## config.mk

```make
export PLATFORM = sky130hd
export DESIGN_NAME = uart_boot_loader
export DESIGN_NICKNAME = d
export VERILOG_FILES = /design/src/rtl/uart_boot_loader_pkg.sv /design/src/rtl/uart_boot_loader_gap.sv /design/src/rtl/uart_boot_loader.sv
export SDC_FILE = /design/constraint.sdc
export NUM_CORES = 1
export LEC_CHECK = 0
export CELL_PAD_IN_SITES_DETAIL_PLACEMENT = 0
export CELL_PAD_IN_SITES_GLOBAL_PLACEMENT = 2
export CORE_MARGIN = 4
export CORE_UTILIZATION = 28
export DETAILED_ROUTE_END_ITERATION = 8
export GPL_TIMING_DRIVEN = 0
export PLACE_DENSITY_LB_ADDON = 0.1
export SLEW_MARGIN = 40
export SYNTH_ARGS = -nofsm -noshare
export SYNTH_HDL_FRONTEND = slang
export SYNTH_HIERARCHICAL = 1
export SYNTH_SLANG_ARGS = --single-unit
```

## constraint.sdc

```tcl
create_clock -name clk_i -period 2.5 [get_ports clk_i]
set_input_delay 0.375 -clock clk_i [delete_from_list [all_inputs] [get_ports clk_i]]
set_output_delay 0.375 -clock clk_i [all_outputs]
set_load 0.01 [all_outputs]
```

## src/rtl/uart_boot_loader_pkg.sv

```systemverilog
// rtl/uart_boot_loader_pkg.sv - shared types and constants for the UART boot loader
package uart_boot_loader_pkg;

    typedef enum logic [2:0] {
        IDLE,
        LEN_LO,
        LEN_HI,
        DATA,
        CSUM,
        DONE,
        ERR
    } boot_state_e;

    localparam logic [7:0] BOOT_MAGIC     = 8'hB0;
    localparam int         BYTES_PER_WORD = 4;

endpackage

```

## src/rtl/uart_boot_loader_gap.sv

```systemverilog
// rtl/uart_boot_loader_gap.sv - inter-byte gap down-counter, expires after TIMEOUT_CYCLES idle cycles
module boot_gap_timer #(
    parameter int TIMEOUT_CYCLES = 2_500_000
) (
    input  logic clk_i,
    input  logic rst_i,
    input  logic en_i,
    input  logic reload_i,
    output logic expire_o
);
    localparam int              W      = $clog2(TIMEOUT_CYCLES + 1);
    localparam logic [W-1:0]    RELOAD = W'(TIMEOUT_CYCLES);
    localparam logic [W-1:0]    ONE    = W'(1);

    logic [W-1:0] cnt_q;

    always_ff @(posedge clk_i) begin
        if (rst_i) begin
            cnt_q <= '0;
        end else if (reload_i) begin
            cnt_q <= RELOAD;
        end else if (en_i && cnt_q != '0) begin
            cnt_q <= cnt_q - ONE;
        end
    end

    // Counter sits at 1 during the last allowed idle cycle; a byte in that cycle still wins.
    assign expire_o = en_i && (cnt_q == ONE);

endmodule

```

## src/rtl/uart_boot_loader.sv

```systemverilog
// rtl/uart_boot_loader.sv - loads a framed UART image into SRAM port 0, then hands the port to the SoC
module uart_boot_loader
    import uart_boot_loader_pkg::*;
#(
    parameter int RAM_ADDR_WIDTH = 12,
    parameter int TIMEOUT_CYCLES = 2_500_000
) (
    input  logic                      clk_i,
    input  logic                      rst_i,
    input  logic                      rx_valid_i,
    input  logic [7:0]                rx_data_i,
    input  logic                      soc_ram_en_i,
    input  logic                      soc_ram_we_i,
    input  logic [3:0]                soc_ram_be_i,
    input  logic [RAM_ADDR_WIDTH-1:0] soc_ram_addr_i,
    input  logic [31:0]               soc_ram_wdata_i,
    output logic [31:0]               soc_ram_rdata_o,
    output logic                      ram_en_o,
    output logic                      ram_we_o,
    output logic [3:0]                ram_be_o,
    output logic [RAM_ADDR_WIDTH-1:0] ram_addr_o,
    output logic [31:0]               ram_wdata_o,
    input  logic [31:0]               ram_rdata_i,
    output logic                      core_rst_no,
    output logic                      boot_done_o,
    output logic                      boot_err_o
);
    localparam logic [31:0] MAX_WORDS = 32'd1 << RAM_ADDR_WIDTH;

    boot_state_e               state_q;
    logic [15:0]               len_q;
    logic [RAM_ADDR_WIDTH-1:0] addr_q;
    logic [1:0]                byte_idx_q;
    logic [23:0]               shift_q;
    logic [7:0]                csum_q;
    logic                      ld_en_q;
    logic                      ld_we_q;
    logic [3:0]                ld_be_q;
    logic [RAM_ADDR_WIDTH-1:0] ld_addr_q;
    logic [31:0]               ld_wdata_q;
    logic                      done_q;
    logic                      err_q;

    logic        gap_en;
    logic        gap_expired;
    logic [15:0] len_full;
    logic [31:0] word_full;
    logic        last_word;

    assign gap_en    = (state_q == LEN_LO) || (state_q == LEN_HI) ||
                       (state_q == DATA)   || (state_q == CSUM);
    assign len_full  = {rx_data_i, len_q[7:0]};
    assign word_full = {rx_data_i, shift_q};
    assign last_word = ({{(32-RAM_ADDR_WIDTH){1'b0}}, addr_q} + 32'd1) == {16'd0, len_q};

    boot_gap_timer #(
        .TIMEOUT_CYCLES (TIMEOUT_CYCLES)
    ) u_gap (
        .clk_i    (clk_i),
        .rst_i    (rst_i),
        .en_i     (gap_en),
        .reload_i (rx_valid_i),
        .expire_o (gap_expired)
    );

    always_ff @(posedge clk_i) begin
        if (rst_i) begin
            state_q    <= IDLE;
            len_q      <= '0;
            addr_q     <= '0;
            byte_idx_q <= '0;
            shift_q    <= '0;
            csum_q     <= '0;
            ld_en_q    <= 1'b0;
            ld_we_q    <= 1'b0;
            ld_be_q    <= 4'h0;
            ld_addr_q  <= '0;
            ld_wdata_q <= '0;
            done_q     <= 1'b0;
            err_q      <= 1'b0;
        end else begin
            ld_en_q <= 1'b0;
            ld_we_q <= 1'b0;
            ld_be_q <= 4'h0;
            case (state_q)
                IDLE: begin
                    if (rx_valid_i && rx_data_i == BOOT_MAGIC) begin
                        state_q    <= LEN_LO;
                        err_q      <= 1'b0;
                        csum_q     <= '0;
                        addr_q     <= '0;
                        byte_idx_q <= '0;
                    end
                end
                LEN_LO: begin
                    if (rx_valid_i) begin
                        len_q[7:0] <= rx_data_i;
                        state_q    <= LEN_HI;
                    end else if (gap_expired) begin
                        state_q <= ERR;
                        err_q   <= 1'b1;
                    end
                end
                LEN_HI: begin
                    if (rx_valid_i) begin
                        len_q[15:8] <= rx_data_i;
                        if (len_full == 16'd0) begin
                            state_q <= CSUM;
                        end else if ({16'd0, len_full} > MAX_WORDS) begin
                            state_q <= ERR;
                            err_q   <= 1'b1;
                        end else begin
                            state_q <= DATA;
                        end
                    end else if (gap_expired) begin
                        state_q <= ERR;
                        err_q   <= 1'b1;
                    end
                end
                DATA: begin
                    if (rx_valid_i) begin
                        csum_q     <= csum_q ^ rx_data_i;
                        shift_q    <= {rx_data_i, shift_q[23:8]};
                        byte_idx_q <= byte_idx_q + 2'd1;
                        // Fourth byte completes the word: strobe it out registered.
                        if (byte_idx_q == 2'(BYTES_PER_WORD - 1)) begin
                            ld_en_q    <= 1'b1;
                            ld_we_q    <= 1'b1;
                            ld_be_q    <= 4'hF;
                            ld_addr_q  <= addr_q;
                            ld_wdata_q <= word_full;
                            addr_q     <= addr_q + 1'b1;
                            if (last_word) begin
                                state_q <= CSUM;
                            end
                        end
                    end else if (gap_expired) begin
                        state_q <= ERR;
                        err_q   <= 1'b1;
                    end
                end
                CSUM: begin
                    if (rx_valid_i) begin
                        if (rx_data_i == csum_q) begin
                            state_q <= DONE;
                            done_q  <= 1'b1;
                        end else begin
                            state_q <= ERR;
                            err_q   <= 1'b1;
                        end
                    end else if (gap_expired) begin
                        state_q <= ERR;
                        err_q   <= 1'b1;
                    end
                end
                DONE:    state_q <= DONE;
                ERR:     state_q <= IDLE;
                default: state_q <= IDLE;
            endcase
        end
    end

    // After DONE the SoC owns the port with no added latency.
    assign ram_en_o        = done_q ? soc_ram_en_i    : ld_en_q;
    assign ram_we_o        = done_q ? soc_ram_we_i    : ld_we_q;
    assign ram_be_o        = done_q ? soc_ram_be_i    : ld_be_q;
    assign ram_addr_o      = done_q ? soc_ram_addr_i  : ld_addr_q;
    assign ram_wdata_o     = done_q ? soc_ram_wdata_i : ld_wdata_q;
    assign soc_ram_rdata_o = ram_rdata_i;

    assign core_rst_no = done_q & ~rst_i;
    assign boot_done_o = done_q;
    assign boot_err_o  = err_q;

endmodule

```

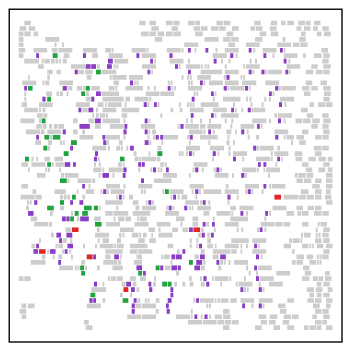
Figure 1: gate families picked out.
Drawn at 2 px/um.
[purple] aoi and oai cells | cells: 172
[green] and/or cells | cells: 36
[red] non-inverting ao/oa cells | cells: 6

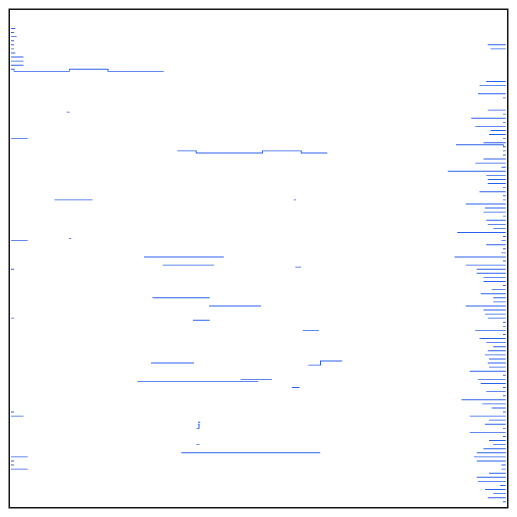
Figure 2: met3 routing.
Drawn at 3 px/um.
main direction: horizontal
wire length on this layer: 986 um
longest straight run: 46.0 um
share of all routed wire: 4.3%
nets with wire on the layer: 135

==> Flow_metrics.wiki <==
=== Synthesis and place and route ===
{| class="wikitable"
! Metric !! Value
|-
| Biggest regs || ld_wdata_q x32, shift_q x24, u_gap/cnt_q x22
|-
| Share of final layout cell area taken by clock buffers and inverters || 0.0638
|-
| CP Data Arrival Time || 2.68 ns
|-
| GRT overflow || 0
|-
| GR Layer Usage met1 || 0.236
|-
| Count of warning messages emitted by the tools || 28
|-
| Chip area || 0.0274 mm2
|-
| Flop share of the area || 0.285
|-
| Xor and xnor area share after synthesis || 0.0428
|-
| Cell class with the largest area share || logic gates
|-
| Multiplexer share of the synthesized area || 0.0842
|-
| Met2 routed WL || approximately 9700 um
|-
| Slew of the pin with the lowest slew margin || a little under 0.8 ns
|-
| Maximum number of pins on one net before global-route repair || 17
|-
| Net load switching power || between 1000 and 1500 uW
|-
| Synth area leader || sky130_fd_sc_hd__dfxtp_1
|-
| Cell types occupying the most area after synthesis || sky130_fd_sc_hd__dfxtp_1 39%, sky130_fd_sc_hd__nand2_1 10%, sky130_fd_sc_hd__a21oi_1 8.1%
|-
| Max-slew headroom || 0.480
|-
| Fraction of the core area covered by cells at the end of the flow || 0.387
|-
| Leading cell types in the layout, fill and taps excluded || 187 x sky130_fd_sc_hd__nand2_1, 137 x sky130_fd_sc_hd__clkdlybuf4s50_1, 130 x sky130_fd_sc_hd__dfxtp_1, 112 x sky130_fd_sc_hd__a21oi_1, 59 x sky130_fd_sc_hd__nor2_1
|-
| CP Cell Sequence || or4_1 > buf_4 > or4_4 > buf_6 > o211ai_1 > xor2_1 > nor2_1
|-
| Non-clock inverter count in the final layout || 16
|-
| Met3 WL post-DR || ~1000 um
|-
| Antenna violations before repair || 0
|-
| Quantity of I/O buffers inserted on ports || 138
|-
| Worst Setup Slack post-DPL || -0.658 ns
|-
| Count of clock buffers in the final design || 17
|-
| Delay of the slowest critical-path stage || 0.60 ns
|-
| Sequential Power || ~2200 uW
|-
| Start-to-end type of the worst setup path || reg -> reg
|-
| Proportion of power drawn by flip-flops and latches || 0.421
|-
| Top cells by count, synth || 187 x sky130_fd_sc_hd__nand2_1, 134 x sky130_fd_sc_hd__dfxtp_1, 112 x sky130_fd_sc_hd__a21oi_1
|-
| Min Hold Slack || 0.242 ns
|-
| Inserted tap cell count || 324
|-
| Buffer levels on the longest clock path || 2
|-
| Final setup violating endpoints || 0
|-
| Switching power share of the total || 0.247
|-
| Global routing usage on met3 || 0.0341
|-
| Cell area after placement || 0.00875 mm2
|-
| Busiest grt layer || met2
|-
| Cells after Synth || ~900
|-
| Uppermost layer routed || met4
|-
| Internal portion of total power || ~3900 uW
|-
| Post_cts resized || 19
|-
| Antenna diode instance count || 0
|-
| Count of non-CTS buffers in the layout || between 200 and 250
|-
| Dominant combinational family || simple AND/OR/NAND/NOR gates
|-
| Leak || about 0.0033 uW
|-
| Simple-Gate Area Share || 0.247
|-
| Max FFs per register || 32
|-
| Number of hold violations in the final report || 0
|-
| Area growth, synth to finish || 35.6%
|-
| I/O pins || ~180
|-
| 1st-pass router iterations || 4
|-
| Top cell excl fill/tap || sky130_fd_sc_hd__nand2_1
|-
| Number of nets in the finished design || ~1100
|-
| Final worst clock skew || 0.0103 ns
|-
| Total number of yosys warnings || 6
|-
| # Post-CTS Setup Buffers || 0
|-
| Sequential cells || 134
|-
| Post-route DRC violation count || 0
|-
| Share of flip-flops with an asynchronous set or reset after synthesis || 0
|-
| Critical path data required time || about 2.8 ns
|-
| Fraction of final layout cells sized beyond drive strength 1 || 0.158
|-
| Dominant register cell in the synthesized netlist || sky130_fd_sc_hd__dfxtp_1
|-
| Avg Vias per Cell || roughly 4.7
|-
| P per Cell Area || around 540 mW/mm2
|-
| Data-path buffer share of cell area in the final layout || 0.205
|-
| Width of the die || approximately 170 um
|-
| Mapped Avg Cell Area || approximately 7.8 um2
|-
| Combinational Gates || about 640
|-
| Root buffer cell || sky130_fd_sc_hd__clkbuf_16
|-
| Synth Area in Adders || 0.00899
|-
| Clock network fraction of design power || 0.506
|-
| Drt first-iter violations || 356
|-
| Post-route worst setup slack || approximately 0.11 ns
|-
| Combined global-route utilization of all metal layers || 0.162
|-
| Post-detailed-route wirelength per cell || 16.5 um
|-
| Outcome || finished, final reports clean
|-
| Family of cells with the greatest summed delay on the critical path || simple AND/OR/NAND/NOR gates
|-
| Clk_lat worst skew || ~0.42 ns
|-
| Crit path max fanout || 10
|}
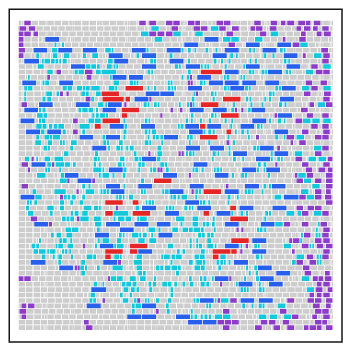
Figure 3: cell classes on the final placement.
Drawn at 2 px/um. Fill, decap, tap and diode cells in grey.
[purple] remaining buffers and delay cells | cells: 237 | share of their area: 21%
[red] clock drivers and dummy loads | cells: 32 | share of their area: 6.7%
[blue] registers | cells: 134 | share of their area: 30%
[cyan] remaining logic cells | cells: 654 | share of their area: 42%
final standard cell area without fillers: 0.00943 mm2
FP Rows: 57

==> cell families (layout without fill, tap and decap cells) <==
family / after synthesis / after routing
buffers and inverters: 116 / 285
flip-flops: 134 / 134
XOR/XNOR: 34 / 34
AND/OR/NAND/NOR: 368 / 368
adder cells (fa/ha/maj): 5 / 5
AND-OR/OR-AND: 178 / 178
multiplexers: 53 / 53
==> worst paths after layout <==
check / startpoint / to / slack [ns] / depth (start not counted)
setup reg to reg: u_gap/cnt_q[12] / u_gap/cnt_q[3] / 0.11 / 7
setup / recovery: u_gap/cnt_q[12] / u_gap/cnt_q[3] / 0.11 / 7
hold reg to reg: ld_addr_q[4] / ld_addr_q[4] / 0.45 / 2
hold / removal: rx_data_i[0] / ld_wdata_q[24] / 0.24 / 3
Power is estimated from default activity; no workload was simulated.
